### src/rtl/rom_loader_pkg.sv
// Shared constants and FSM state type for the Hack boot loader.
package rom_loader_pkg;

    localparam logic [7:0] SYNC_BYTE = 8'hA5;

    typedef enum logic [3:0] {
        SYNC, LEN_HI, LEN_LO, DATA_HI, DATA_LO, WRITE, CHECK, RUN, ERROR
    } loaderState_t;

    // States where a stalled sender is treated as a broken frame.
    function automatic logic isTimed(input loaderState_t s);
        return s inside {LEN_HI, LEN_LO, DATA_HI, DATA_LO, CHECK};
    endfunction

endpackage

### src/rtl/rom_loader_timeout.sv
// Idle-cycle counter: counts enabled cycles since the last clear, saturating at TIMEOUT.
module loader_timeout #(
    parameter int TIMEOUT = 1000000
) (
    input  logic clk,
    input  logic reset,
    input  logic clear,
    input  logic enable,
    output logic expired
);

    localparam int CW = (TIMEOUT > 1) ? $clog2(TIMEOUT + 1) : 1;

    logic [CW-1:0] idleCnt;

    always_ff @(posedge clk or posedge reset) begin
        if (reset)
            idleCnt <= '0;
        else if (clear)
            idleCnt <= '0;
        else if (enable && (TIMEOUT != 0) && !expired)
            idleCnt <= idleCnt + 1'b1;
    end

    // TIMEOUT == 0 disables the watchdog entirely.
    assign expired = (TIMEOUT != 0) && (idleCnt == CW'(TIMEOUT));

endmodule

### src/rtl/rom_loader.sv
// Receives a framed program image over a byte stream, writes it into instruction ROM,
// verifies the XOR checksum and releases the CPU from reset on success.
module rom_loader #(
    parameter int MAX_WORDS = 32768,
    parameter int ADDR_W    = 16,
    parameter int TIMEOUT   = 1000000
) (
    input  logic              clk,
    input  logic              reset,
    input  logic [7:0]        rx_data,
    input  logic              rx_valid,
    output logic              rx_ready,
    output logic              rom_we,
    output logic [ADDR_W-1:0] rom_addr,
    output logic [15:0]       rom_wdata,
    output logic              cpu_reset,
    output logic              done,
    output logic              error
);
    import rom_loader_pkg::*;

    loaderState_t state;
    logic [7:0]   chk;
    logic [7:0]   hiByte;
    logic [15:0]  wordCnt;
    logic [15:0]  hiLo;
    logic         fire;
    logic         idleEnable;
    logic         idleExpired;

    assign fire       = rx_valid && rx_ready;
    assign hiLo       = {hiByte, rx_data};
    assign idleEnable = isTimed(state);

    loader_timeout #(.TIMEOUT(TIMEOUT)) timeoutCnt (
        .clk     (clk),
        .reset   (reset),
        .clear   (fire),
        .enable  (idleEnable),
        .expired (idleExpired)
    );

    always_ff @(posedge clk or posedge reset) begin
        if (reset) begin
            state     <= SYNC;
            cpu_reset <= 1'b1;
            rom_we    <= 1'b0;
            rom_addr  <= '0;
            rom_wdata <= '0;
            done      <= 1'b0;
            error     <= 1'b0;
            rx_ready  <= 1'b1;
            chk       <= '0;
            wordCnt   <= '0;
            hiByte    <= '0;
        end else begin
            rom_we <= 1'b0;
            if (idleEnable && !fire && idleExpired) begin
                state     <= ERROR;
                error     <= 1'b1;
                cpu_reset <= 1'b1;
            end else begin
                case (state)
                    // Idle, running and failed states all restart on a sync byte.
                    SYNC, RUN, ERROR: if (fire && rx_data == SYNC_BYTE) begin
                        state     <= LEN_HI;
                        chk       <= '0;
                        wordCnt   <= '0;
                        rom_addr  <= '0;
                        cpu_reset <= 1'b1;
                        done      <= 1'b0;
                        error     <= 1'b0;
                    end
                    LEN_HI: if (fire) begin
                        hiByte <= rx_data;
                        chk    <= chk ^ rx_data;
                        state  <= LEN_LO;
                    end
                    LEN_LO: if (fire) begin
                        chk     <= chk ^ rx_data;
                        wordCnt <= hiLo;
                        if (32'(hiLo) > 32'(MAX_WORDS)) begin
                            state <= ERROR;
                            error <= 1'b1;
                        end else if (hiLo == 16'd0) begin
                            state <= CHECK;
                        end else begin
                            state <= DATA_HI;
                        end
                    end
                    DATA_HI: if (fire) begin
                        hiByte <= rx_data;
                        chk    <= chk ^ rx_data;
                        state  <= DATA_LO;
                    end
                    DATA_LO: if (fire) begin
                        chk       <= chk ^ rx_data;
                        rom_wdata <= hiLo;
                        rom_we    <= 1'b1;
                        rx_ready  <= 1'b0;
                        state     <= WRITE;
                    end
                    WRITE: begin
                        rom_addr <= rom_addr + 1'b1;
                        wordCnt  <= wordCnt - 16'd1;
                        rx_ready <= 1'b1;
                        state    <= (wordCnt == 16'd1) ? CHECK : DATA_HI;
                    end
                    CHECK: if (fire) begin
                        if (rx_data == chk) begin
                            state     <= RUN;
                            cpu_reset <= 1'b0;
                            done      <= 1'b1;
                        end else begin
                            state <= ERROR;
                            error <= 1'b1;
                        end
                    end
                    default: state <= SYNC;
                endcase
            end
        end
    end

endmodule
### config.mk
export PLATFORM = sky130hd
export DESIGN_NAME = rom_loader
export DESIGN_NICKNAME = d
export VERILOG_FILES = /design/src/rtl/rom_loader_pkg.sv /design/src/rtl/rom_loader_timeout.sv /design/src/rtl/rom_loader.sv
export SDC_FILE = /design/constraint.sdc
export NUM_CORES = 1
export LEC_CHECK = 0
export CAP_MARGIN = 20
export CORE_UTILIZATION = 35
export CTS_CLUSTER_SIZE = 12
export DETAILED_ROUTE_END_ITERATION = 10
export PLACE_DENSITY = 0.55
export SLEW_MARGIN = 15
export SYNTH_ARGS = -nofsm -noshare
export SYNTH_HDL_FRONTEND = slang
export SYNTH_SLANG_ARGS = --single-unit
### constraint.sdc
create_clock -name clk -period 7.5 [get_ports clk]
set_input_delay 0.75 -clock clk [delete_from_list [all_inputs] [get_ports clk]]
set_output_delay 0.75 -clock clk [all_outputs]
set_load 0.01 [all_outputs]
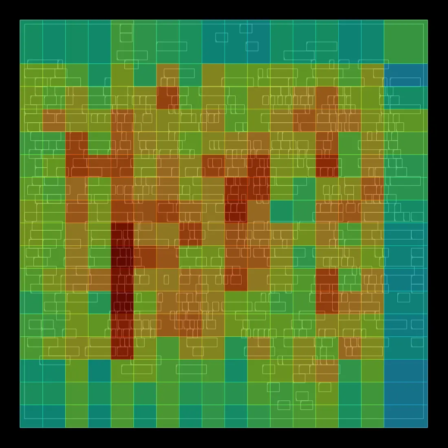
Run 1: routing congestion
met3 Resource Use GR: 4.99%
met2 track utilization from global routing: 30.6%
WL per Instance: 18.0 um
share of the core filled with cells: 42.0%

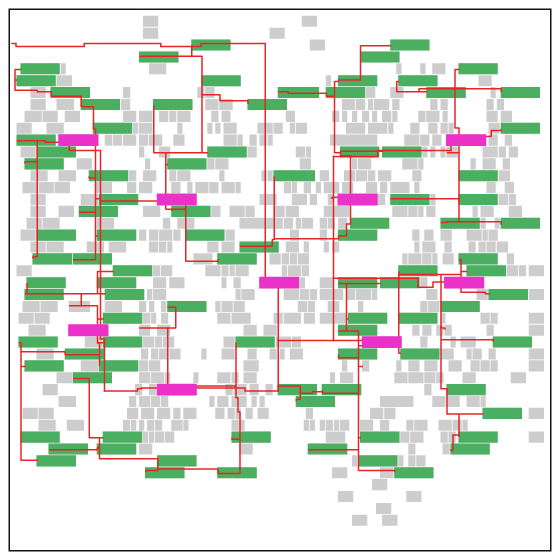
Run 1: clock network drawn from the DEF
legend:
  red:
    item: clock wires
    length: 1370 um
  green:
    item: flip-flops
    count: 93
  magenta:
    item: clock-net drivers
    count: 9
flops lie: spread over the die

==> impl_results.html, run 1 <==
<h2>Implementation results</h2>
<table>
<tr><th>Metric</th><th>Value</th></tr>
<tr><th colspan="2">Finish</th></tr>
<tr><td>Sequential portion of the cell area</td><td>38.3%</td></tr>
<tr><td>Total number of sequential cells</td><td>93</td></tr>
<tr><td>Clk cell area share</td><td>4.95%</td></tr>
<tr><td>Area taken by flip-flops and latches</td><td>0.00233 mm2</td></tr>
<tr><td>Multi-input combinational gate total</td><td>396</td></tr>
<tr><td>Non-clock buffer area fraction after layout</td><td>8.47%</td></tr>
<tr><td>Inverters</td><td>12</td></tr>
<tr><td>Count of clock-net buffers in the final layout</td><td>10</td></tr>
<tr><td>Non-Clock Buffer Count</td><td>53</td></tr>
<tr><td>Net count, final</td><td>581</td></tr>
<tr><td>Largest cell class by area</td><td>multi-input combinational cells</td></tr>
<tr><td>Logic share of the area</td><td>43.8%</td></tr>
<tr><td>Number of fill cells in the layout</td><td>1424</td></tr>
<tr><td>Layout cell share with drive strength beyond 1</td><td>10.7%</td></tr>
<tr><td>Area growth, synth to finish</td><td>17.6%</td></tr>
<tr><td>Number of diodes added for antenna fixing</td><td>0</td></tr>
<tr><td>Multi-input gate area</td><td>0.00266 mm2</td></tr>
<tr><th colspan="2">STA</th></tr>
<tr><td>Unrepaired setup endpoints after global routing</td><td>false</td></tr>
<tr><td>Worst-Margin Slew</td><td>999 ps</td></tr>
<tr><td>Final Cycle Share</td><td>45.6%</td></tr>
<tr><td>Final critical-path required period</td><td>3420 ps</td></tr>
<tr><td>Max-Slew Margin vs Limit</td><td>33.0%</td></tr>
<tr><td>Final hold violation count</td><td>0</td></tr>
<tr><td>Final-report setup violation count</td><td>0</td></tr>
<tr><td>Setup ws final</td><td>4080 ps</td></tr>
<tr><td>Slew Limit Fails</td><td>0</td></tr>
<tr><td>Setup TNS</td><td>0 ps</td></tr>
<tr><td>Worst-case clock skew</td><td>7.98 ps</td></tr>
<tr><td>Fmax</td><td>0.292 GHz</td></tr>
<tr><th colspan="2">Die</th></tr>
<tr><td>Core Util at FP</td><td>35.8%</td></tr>
<tr><td>Width of the chip</td><td>124 um</td></tr>
<tr><td>Vertical die dimension</td><td>124 um</td></tr>
<tr><td>Number of primary I/O pins</td><td>48</td></tr>
<tr><td>Tapcell count</td><td>184</td></tr>
<tr><td>Floorplan core area</td><td>0.0145 mm2</td></tr>
<tr><td>Die Outline Area</td><td>0.0153 mm2</td></tr>
<tr><td>Row cnt</td><td>44</td></tr>
<tr><th colspan="2">Pwr</th></tr>
<tr><td>Clock network fraction of design power</td><td>21.8%</td></tr>
<tr><td>Static leakage</td><td>2.44 nW</td></tr>
<tr><td>Power Internal</td><td>1.28 mW</td></tr>
<tr><td>Part of the power in registers</td><td>37.0%</td></tr>
<tr><td>Max IR drop VDD</td><td>0.217 mV</td></tr>
<tr><td>Switching Fraction</td><td>40.3%</td></tr>
<tr><td>Power per standard cell area</td><td>353 mW/mm2</td></tr>
<tr><td>Total Power</td><td>2.15 mW</td></tr>
<tr><td>Comb power frac</td><td>41.2%</td></tr>
<tr><td>Switching pwr</td><td>866 uW</td></tr>
<tr><th colspan="2">Status</th></tr>
<tr><td>Status</td><td>finished clean</td></tr>
<tr><th colspan="2">Worst setup path</th></tr>
<tr><td>Maximum net fanout on the critical path</td><td>26</td></tr>
<tr><td>Minimum setup slack among reg-to-reg paths</td><td>4550 ps</td></tr>
<tr><td>Series of cell instances along the critical path</td><td>clkdlybuf4s50_1 &gt; or4_4 &gt; nor3_2 &gt; nor2_1 &gt; buf_4 &gt; or3_1 &gt; o32a_1</td></tr>
<tr><td>Required time reported for the critical path endpoint</td><td>7740 ps</td></tr>
<tr><td>Max incr delay on CP</td><td>660 ps</td></tr>
<tr><td>Buffers and inverters on the worst path</td><td>2</td></tr>
<tr><td>Top delay family on crit path</td><td>simple AND/OR/NAND/NOR gates</td></tr>
<tr><td>Arrival time of data at the critical path endpoint</td><td>3660 ps</td></tr>
<tr><td>Critical path capture point type</td><td>register</td></tr>
<tr><td>Launching element type of the critical path</td><td>input port</td></tr>
<tr><td>Cell at the slowest stage of the critical path</td><td>sky130_fd_sc_hd__or3_1</td></tr>
<tr><td>Critical Setup Path Class</td><td>input port to register</td></tr>
<tr><th colspan="2">CTS</th></tr>
<tr><td>Clock Root Buffer</td><td>sky130_fd_sc_hd__clkbuf_16</td></tr>
<tr><td>Buffer count from post-CTS setup fixing</td><td>0</td></tr>
<tr><td>CTS HTree Levels</td><td>3</td></tr>
<tr><td>Number of buffers added by the clock tree synthesis step</td><td>9</td></tr>
<tr><td>Clock-pin slew of the registers on the worst-case setup and hold paths</td><td>70 ps</td></tr>
<tr><td>Clock Path Buffers</td><td>2</td></tr>
<tr><td>TritonCTS clock tree</td><td>done</td></tr>
<tr><td>Clk sinks</td><td>93</td></tr>
<tr><td>Post-CTS Hold Buffers</td><td>0</td></tr>
<tr><td>Cells resized by post-CTS repair</td><td>0</td></tr>
<tr><td>Clock network latency to the later pin of the worst-skew pair</td><td>360 ps</td></tr>
<tr><th colspan="2">Yosys</th></tr>
<tr><td>Synth mux share</td><td>6.21%</td></tr>
<tr><td>Top FF cell, synth</td><td>sky130_fd_sc_hd__dfrtp_1</td></tr>
<tr><td>Seq cells post-synth</td><td>93</td></tr>
<tr><td>Synth Net Count</td><td>556</td></tr>
<tr><td>Yosys cell count</td><td>540</td></tr>
<tr><td>Share of synthesized cell area in and, or, nand and nor gates</td><td>21.0%</td></tr>
<tr><td>Count of flip-flops with a built-in enable after synthesis</td><td>0</td></tr>
<tr><td>Average size of a mapped cell</td><td>9.59 um2</td></tr>
<tr><td>Seq share, synth</td><td>45.0%</td></tr>
<tr><td>Share of synthesized cell area in and-or and or-and compound cells</td><td>18.5%</td></tr>
<tr><td>Yosys Chip Area</td><td>0.00518 mm2</td></tr>
<tr><td>Area fraction in full adders, half adders and majority gates</td><td>1.21%</td></tr>
<tr><td>Cell variety after synth</td><td>62</td></tr>
<tr><td>Logic family by area</td><td>simple AND/OR/NAND/NOR gates</td></tr>
<tr><td>Area share of xor/xnor cells in the synthesized design</td><td>4.23%</td></tr>
<tr><td>Number of synthesis warnings</td><td>0</td></tr>
<tr><td>Summed instance area of the synthesized netlist</td><td>0.00518 mm2</td></tr>
<tr><td>Cell count after synthesis</td><td>540</td></tr>
<tr><td>Share of flip-flops with an asynchronous set or reset after synthesis</td><td>100%</td></tr>
<tr><th colspan="2">Placement</th></tr>
<tr><td>Detail Placement HPWL</td><td>9050 um</td></tr>
<tr><td>Count of input and output buffers</td><td>47</td></tr>
<tr><td>Gp weighted congestion</td><td>0.814</td></tr>
<tr><td>Place WS</td><td>3730 ps</td></tr>
<tr><th colspan="2">Global routing</th></tr>
<tr><td>Maximum number of pins on one net before global-route repair</td><td>58</td></tr>
<tr><td>Total global routing overflow</td><td>0</td></tr>
<tr><td>Global-route usage over all layers</td><td>19.4%</td></tr>
<tr><td>Number of antenna violations at the first check in global routing</td><td>0</td></tr>
<tr><td>Global-route wire length before repair</td><td>22800 um</td></tr>
<tr><td>Number of global-route vias before repair</td><td>4391</td></tr>
<tr><th colspan="2">Flow run</th></tr>
<tr><td>Number of warnings in the stage logs</td><td>28</td></tr>
<tr><td># Max-Cap Violations</td><td>0</td></tr>
<tr><th colspan="2">Routing</th></tr>
<tr><td>Number of DRC markers after the initial detailed-route iteration</td><td>353</td></tr>
<tr><td>Post-route DRC violation count</td><td>0</td></tr>
<tr><td>Post-Route WL</td><td>13500 um</td></tr>
<tr><td>First-pass iteration count of the detailed router</td><td>5</td></tr>
<tr><td>Per-cell via count in the routed design</td><td>5.76</td></tr>
<tr><td>Post-route ant nets</td><td>0</td></tr>
<tr><td>Total via count after detailed routing</td><td>4340</td></tr>
<tr><th colspan="2">Min path</th></tr>
<tr><td>Class of the tightest hold or removal check</td><td>register to register</td></tr>
</table>
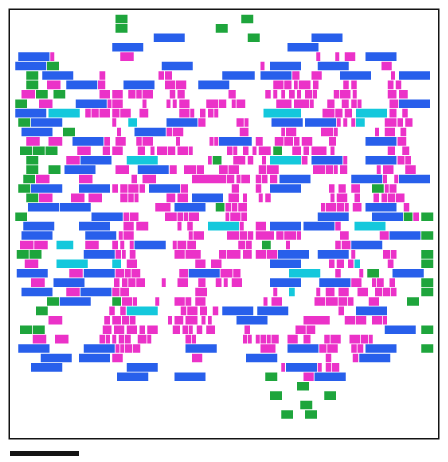
Run 1: placed cells, one color a class
The bar under the picture is 20 um long.
legend:
  magenta:
    class: remaining logic cells
    cells: 408
  cyan:
    class: clock drivers and dummy loads
    cells: 16
  green:
    class: remaining buffers and delay cells
    cells: 53
  blue:
    class: sequential cells
    cells: 93

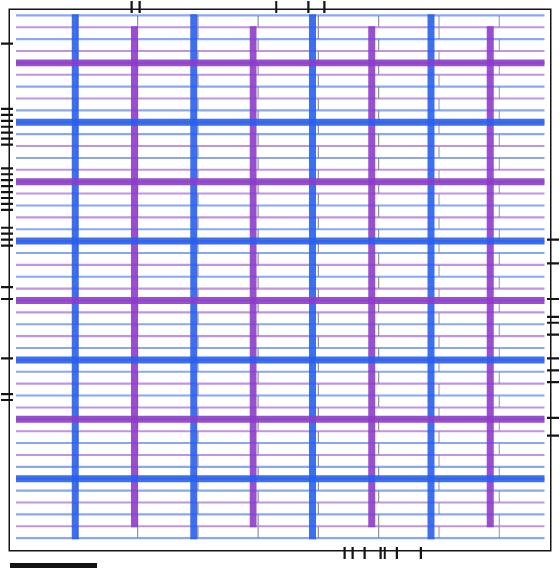
Run 1: power grid
The bar under the picture is 20 um long. Pins as bars on the die edge. Tap cells in gray.
legend:
  purple:
    net: VDD
  blue:
    net: VSS
met1 rails: 45
signal pins: 48
met4 straps: 8

==> run 1: logic make-up after synthesis <==
group,count (synthesis)
adder cells (fa/ha/maj),5
AND-OR/OR-AND,137
buffers and inverters,51
multiplexers,29
XOR/XNOR,25
flip-flops,93
AND/OR/NAND/NOR,200
==> run 1: power groups by stage <==
stage | logic (mW) | registers (mW) | clock network [mW]
after detailed placement | 0.880 | 0.802 | 0
after global placement | 0.869 | 0.800 | 0
after global routing | 0.976 | 0.814 | 0.503
after floorplan | 0.605 | 0.756 | 0
final | 0.886 | 0.795 | 0.469
after CTS | 0.887 | 0.793 | 0.482
==> run 1: worst paths after layout <==
check                                 start                     to  cells after the start
worst max-delay path             rx_data[1]            wordCnt[13]                      7
worst min register to register  wordCnt[15]            wordCnt[15]                      1
min in group asynchronous             reset  timeoutCnt.idleCnt[6]                      2
max in group asynchronous             reset              hiByte[7]                      3
worst max register to register     state[2]            wordCnt[13]                      5
worst min-delay path            wordCnt[15]            wordCnt[15]                      1
==> run 1: cells in the mapped netlist, drive strengths merged (4+ instances only) <==
cell     count  area [um2]
o211ai       5        51.3
mux2        25         282
a31oi        4        25.0
and2         6        37.5
a22oi        9        67.6
dfrtp       91        2280
clkbuf      35         131
nand4       12        75.1
nand2b      12        75.1
xor2        24         210
nor2        53         199
o21ai       38         190
a21oi       25         125
o41ai       21         184
nand2       28         105
buf          4        18.8
and3         5        31.3
nor4        12        75.1
or3         12        75.1
or4         11        86.3
nand3       19        95.1
and4         5        43.8
o31ai        6        45.0
o2111ai      4        35.0
ha           5        62.6
nor3        10        55.1
mux2i        4        40.0
inv         12        45.0
==> run 1: registers in the layout, summed over array words and instances (netlist names) <==
| name | cells |
|---|---|
| rom_addr | 16 |
| wordCnt | 16 |
| cpu_reset | 1 |
| done | 1 |
| error | 1 |
| rx_ready | 1 |
| rom_wdata | 16 |
| rom_we | 1 |
| chk | 8 |
| hiByte | 8 |
| timeoutCnt.idleCnt | 20 |
| state | 4 |
==> run 1: layout by cell type (no fill, tap or decap), drive strengths merged, types with 5 or more instances in the layout <==
| master | count |
|---|---|
| o21ai | 38 |
| o31ai | 6 |
| dfrtp | 91 |
| nand2 | 28 |
| and4 | 5 |
| and2 | 6 |
| nand4 | 12 |
| and3 | 5 |
| nand3 | 19 |
| o211ai | 5 |
| or3 | 12 |
| o41ai | 21 |
| clkdlybuf4s50 | 47 |
| a21oi | 25 |
| nand2b | 12 |
| a22oi | 9 |
| inv | 11 |
| nor4 | 12 |
| ha | 5 |
| or4 | 11 |
| nor2 | 53 |
| nor3 | 10 |
| mux2 | 25 |
| xor2 | 24 |
| clkbuf | 10 |
| buf | 6 |
==> run 1: metal layers <==
metal	global-route usage, %	routed length, um	up-vias	share of wire (%)
li1	-	-	2076	-
met1	25.3	6290	2118	46
met2	30.6	6290	120	46
met3	4.99	643	26	4.7
met4	7.91	321	0	2.4
met5	0	0	-	0
==> run 1: stage by stage <==
stage,hold WS [ps],cells,area [um2]
global placement,484,738,5790
floorplan,455,540,5180
global route,518,754,6090
detailed placement,485,738,5790
CTS,495,754,6090
finish,499,754,6090
Run 1, metal layers overlaid:
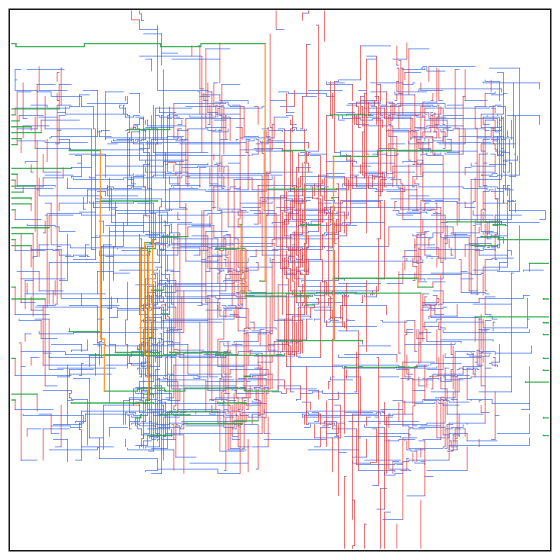

==> run 1 -> run 2 <==
Settings changed: PLACE_DENSITY 0.55 to 0.57.
Clock period 7.5 ns to 2.9 ns, I/O delays scaled along.
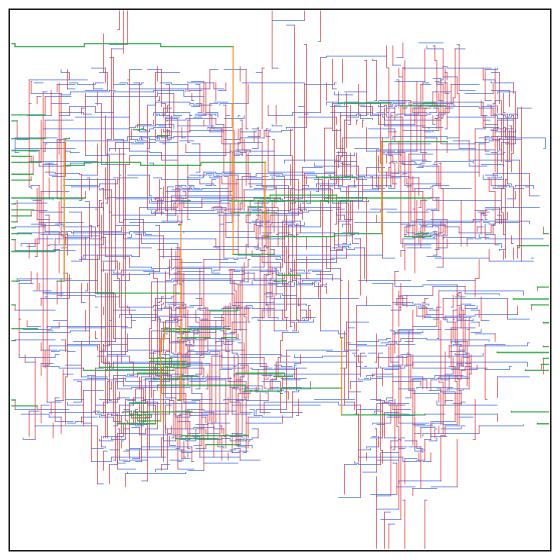
Run 2: metal layers overlaid
legend:
  green:
    layer: M3
    wire_length: 749 um
  orange:
    layer: M4
    wire_length: 198 um
  red:
    layer: M2
    wire_length: 6130 um
  blue:
    layer: M1
    wire_length: 6280 um

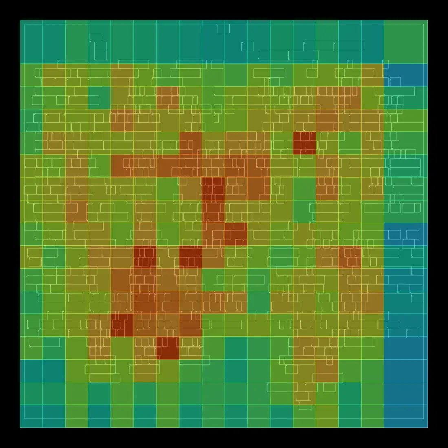
Run 2: routing congestion
met2 track utilization from global routing: 30.1%
share of the core filled with cells: 43.6%
WL per Instance: 17.1 um
GR met1 Demand/Resource: 26.0%
global-route usage over all layers: 19.2%

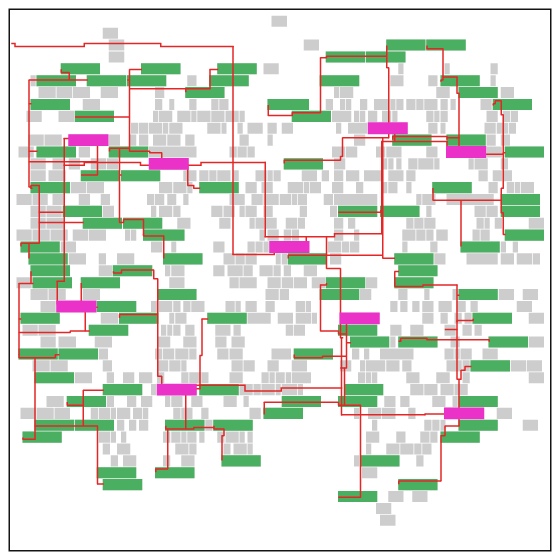
Run 2: clock network drawn from the DEF
legend:
  magenta:
    item: clock-net drivers
    count: 9
  red:
    item: clock wires
    length: 1400 um
  green:
    item: flip-flops
    count: 93
routed clock nets: 10
flops lie: spread over the die
Clock group: 1.30 mW
worst-case clock skew: 6.47 ps
clock network fraction of design power: 22.8%
clock network latency to the later pin of the worst-skew pair: 360 ps

==> impl_results.html, run 2 <==
<h2>Implementation results</h2>
<table>
<tr><th>Metric</th><th>Value</th></tr>
<tr><th colspan="2">Finish</th></tr>
<tr><td>Net count, final</td><td>607</td></tr>
<tr><td>Commonest cells after routing, fill and taps aside</td><td>sky130_fd_sc_hd__dfrtp_1 (91), sky130_fd_sc_hd__nor2_1 (53), sky130_fd_sc_hd__clkdlybuf4s50_1 (47), sky130_fd_sc_hd__buf_4 (31), sky130_fd_sc_hd__nand2_1 (28)</td></tr>
<tr><td>Number of diodes added for antenna fixing</td><td>0</td></tr>
<tr><td>Multi-input gate area</td><td>0.00266 mm2</td></tr>
<tr><td>Most common logic cell in the routed design</td><td>sky130_fd_sc_hd__dfrtp_1</td></tr>
<tr><td>Area taken by flip-flops and latches</td><td>0.00233 mm2</td></tr>
<tr><td>Register ranked first by flip-flop count</td><td>timeoutCnt.idleCnt</td></tr>
<tr><td>Post-route cell area</td><td>0.00632 mm2</td></tr>
<tr><td>Number of fill cells in the layout</td><td>1377</td></tr>
<tr><td>Number of standard cells in the final layout excluding fillers</td><td>780</td></tr>
<tr><th colspan="2">Worst setup path</th></tr>
<tr><td>Launching element type of the critical path</td><td>register</td></tr>
<tr><td>Maximum net fanout on the critical path</td><td>13</td></tr>
<tr><td>Launching instance or port of the critical path</td><td>state[1]</td></tr>
<tr><td>Critical path capture point type</td><td>register</td></tr>
<tr><td>Reg-to-reg startpoint</td><td>state[1]</td></tr>
<tr><td>Required time reported for the critical path endpoint</td><td>3190 ps</td></tr>
<tr><td>Worst r2r path cells</td><td>6</td></tr>
<tr><td>Critical Setup Path Class</td><td>register to register</td></tr>
<tr><th colspan="2">Global routing</th></tr>
<tr><td>Number of antenna violations at the first check in global routing</td><td>0</td></tr>
<tr><td>Maximum number of pins on one net before global-route repair</td><td>59</td></tr>
<tr><td>Number of global-route vias before repair</td><td>4403</td></tr>
<tr><th colspan="2">Placement</th></tr>
<tr><td>Gp weighted congestion</td><td>0.856</td></tr>
<tr><td>Number of placed cells counting well taps</td><td>764</td></tr>
<tr><td>Area after DPL</td><td>0.00599 mm2</td></tr>
<tr><th colspan="2">Pwr</th></tr>
<tr><td>Switching pwr</td><td>2.23 mW</td></tr>
<tr><td>Max IR drop VDD</td><td>0.596 mV</td></tr>
<tr><td>Power per standard cell area</td><td>905 mW/mm2</td></tr>
<tr><td>Power Internal</td><td>3.49 mW</td></tr>
<tr><td>Switching Fraction</td><td>39.0%</td></tr>
<tr><td>Comb power frac</td><td>42.3%</td></tr>
<tr><th colspan="2">Yosys</th></tr>
<tr><td>Top cells by area, synth</td><td>sky130_fd_sc_hd__dfrtp_1 (44%), sky130_fd_sc_hd__mux2_2 (5.4%), sky130_fd_sc_hd__xor2_1 (4.1%)</td></tr>
<tr><td>Cell variety after synth</td><td>62</td></tr>
<tr><td>Area leader, netlist</td><td>sky130_fd_sc_hd__dfrtp_1</td></tr>
<tr><td>Top FF cell, synth</td><td>sky130_fd_sc_hd__dfrtp_1</td></tr>
<tr><td>Yosys Chip Area</td><td>0.00518 mm2</td></tr>
<tr><td>Share of flip-flops with an asynchronous set or reset after synthesis</td><td>100%</td></tr>
<tr><td>Number of synthesis warnings</td><td>0</td></tr>
<tr><td>Seq cells post-synth</td><td>93</td></tr>
<tr><td>Yosys top cell by instances</td><td>sky130_fd_sc_hd__dfrtp_1</td></tr>
<tr><td>Cell count after synthesis</td><td>540</td></tr>
<tr><th colspan="2">Routing</th></tr>
<tr><td>First-pass iteration count of the detailed router</td><td>7</td></tr>
<tr><td>Number of DRC markers after the initial detailed-route iteration</td><td>356</td></tr>
<tr><th colspan="2">STA</th></tr>
<tr><td>Final hold violation count</td><td>0</td></tr>
<tr><td>Unrepaired setup endpoints after global routing</td><td>false</td></tr>
<tr><td>Slew Limit Fails</td><td>0</td></tr>
<tr><td>Final Cycle Share</td><td>83.5%</td></tr>
<tr><td>Setup TNS</td><td>0 ps</td></tr>
<tr><td>Final critical-path required period</td><td>2420 ps</td></tr>
<tr><td>Final-report setup violation count</td><td>0</td></tr>
<tr><td>Worst-Margin Slew</td><td>755 ps</td></tr>
<tr><th colspan="2">Status</th></tr>
<tr><td>Status</td><td>finished clean</td></tr>
<tr><th colspan="2">CTS</th></tr>
<tr><td>Number of buffers added by the clock tree synthesis step</td><td>9</td></tr>
<tr><td>Clock Path Buffers</td><td>2</td></tr>
<tr><td>Clock Root Buffer</td><td>sky130_fd_sc_hd__clkbuf_16</td></tr>
<tr><td>Buffer count from post-CTS setup fixing</td><td>0</td></tr>
<tr><td>TritonCTS clock tree</td><td>done</td></tr>
<tr><td>Post-CTS Hold Buffers</td><td>0</td></tr>
<tr><td>CTS HTree Levels</td><td>3</td></tr>
<tr><th colspan="2">Die</th></tr>
<tr><td>Floorplan core area</td><td>0.0145 mm2</td></tr>
<tr><td>Core Util at FP</td><td>35.8%</td></tr>
<tr><td>Die Outline Area</td><td>0.0153 mm2</td></tr>
<tr><th colspan="2">Flow run</th></tr>
<tr><td># Max-Cap Violations</td><td>0</td></tr>
</table>
==> run 2: cell counts after synthesis <==
Identical to the previous run, type by type.
==> run 2: kinds of logic (layout without fill, tap and decap cells) <==
logic type / count (synthesis) / count (layout) / share of synthesized area, %
AND-OR/OR-AND: 137 / 137 / 18.5
adder cells (fa/ha/maj): 5 / 5 / 1.21
flip-flops: 93 / 93 / 45.0
buffers and inverters: 51 / 107 / 3.77
XOR/XNOR: 25 / 25 / 4.23
AND/OR/NAND/NOR: 200 / 200 / 21.0
multiplexers: 29 / 29 / 6.21
==> run 2: per-stage QoR <==
stage	hold WS, ps	total power [mW]
final	171	5.72
after global routing	196	6.13
after detailed placement	484	4.42
after floorplan	430	3.52
after global placement	482	4.38
after CTS	166	5.76
==> run 2: worst paths after layout <==
| kind | slack, ps | endpoint |
|---|---|---|
| min in group clk | 500 | wordCnt[15] |
| min | 170 | timeoutCnt.idleCnt[13] |
| max reg2reg | 480 | rom_addr[15] |
| min reg2reg | 500 | wordCnt[15] |
| max | 480 | rom_addr[15] |
| max in group asynchronous | 2090 | rx_ready |
==> run 2: layout make-up <==
class	instances	share of cell area (%)
clock inverters	7	1.56
multi-input cells	396	42.2
repair buffers	79	11.4
flip-flops and latches	93	36.9
clock buffers	9	3.57
well taps	184	3.64
inverters	12	0.733
==> run 2: power groups by stage <==
stage | combinational [mW] | sequential (mW) | clock (mW)
4_1_cts | 2.42 | 1.99 | 1.34
5_1_grt | 2.69 | 2.05 | 1.39
2_1_floorplan | 1.57 | 1.96 | 0
3_5_place_dp | 2.41 | 2.01 | 0
3_3_place_gp | 2.38 | 2.00 | 0
6_report | 2.42 | 2.00 | 1.30
==> run 2: metal layers <==
layer	vias up	share of wire (%)	global-route usage, %
met2	138	46	30.1
li1	2123	-	-
met5	-	0	0
met4	0	1.5	5.57
met3	17	5.6	4.95
met1	2155	47	26.0
==> run 2: worst max-delay path: stages, from the launching register on <==
cell                        delay [ps]
sky130_fd_sc_hd__dfrtp_1           510
sky130_fd_sc_hd__or3_1             540
sky130_fd_sc_hd__a2111oi_4         350
sky130_fd_sc_hd__buf_4             240
sky130_fd_sc_hd__o211ai_4          130
sky130_fd_sc_hd__or4_1             430
sky130_fd_sc_hd__a21oi_1           150
Power and IR drop assume default switching activity.
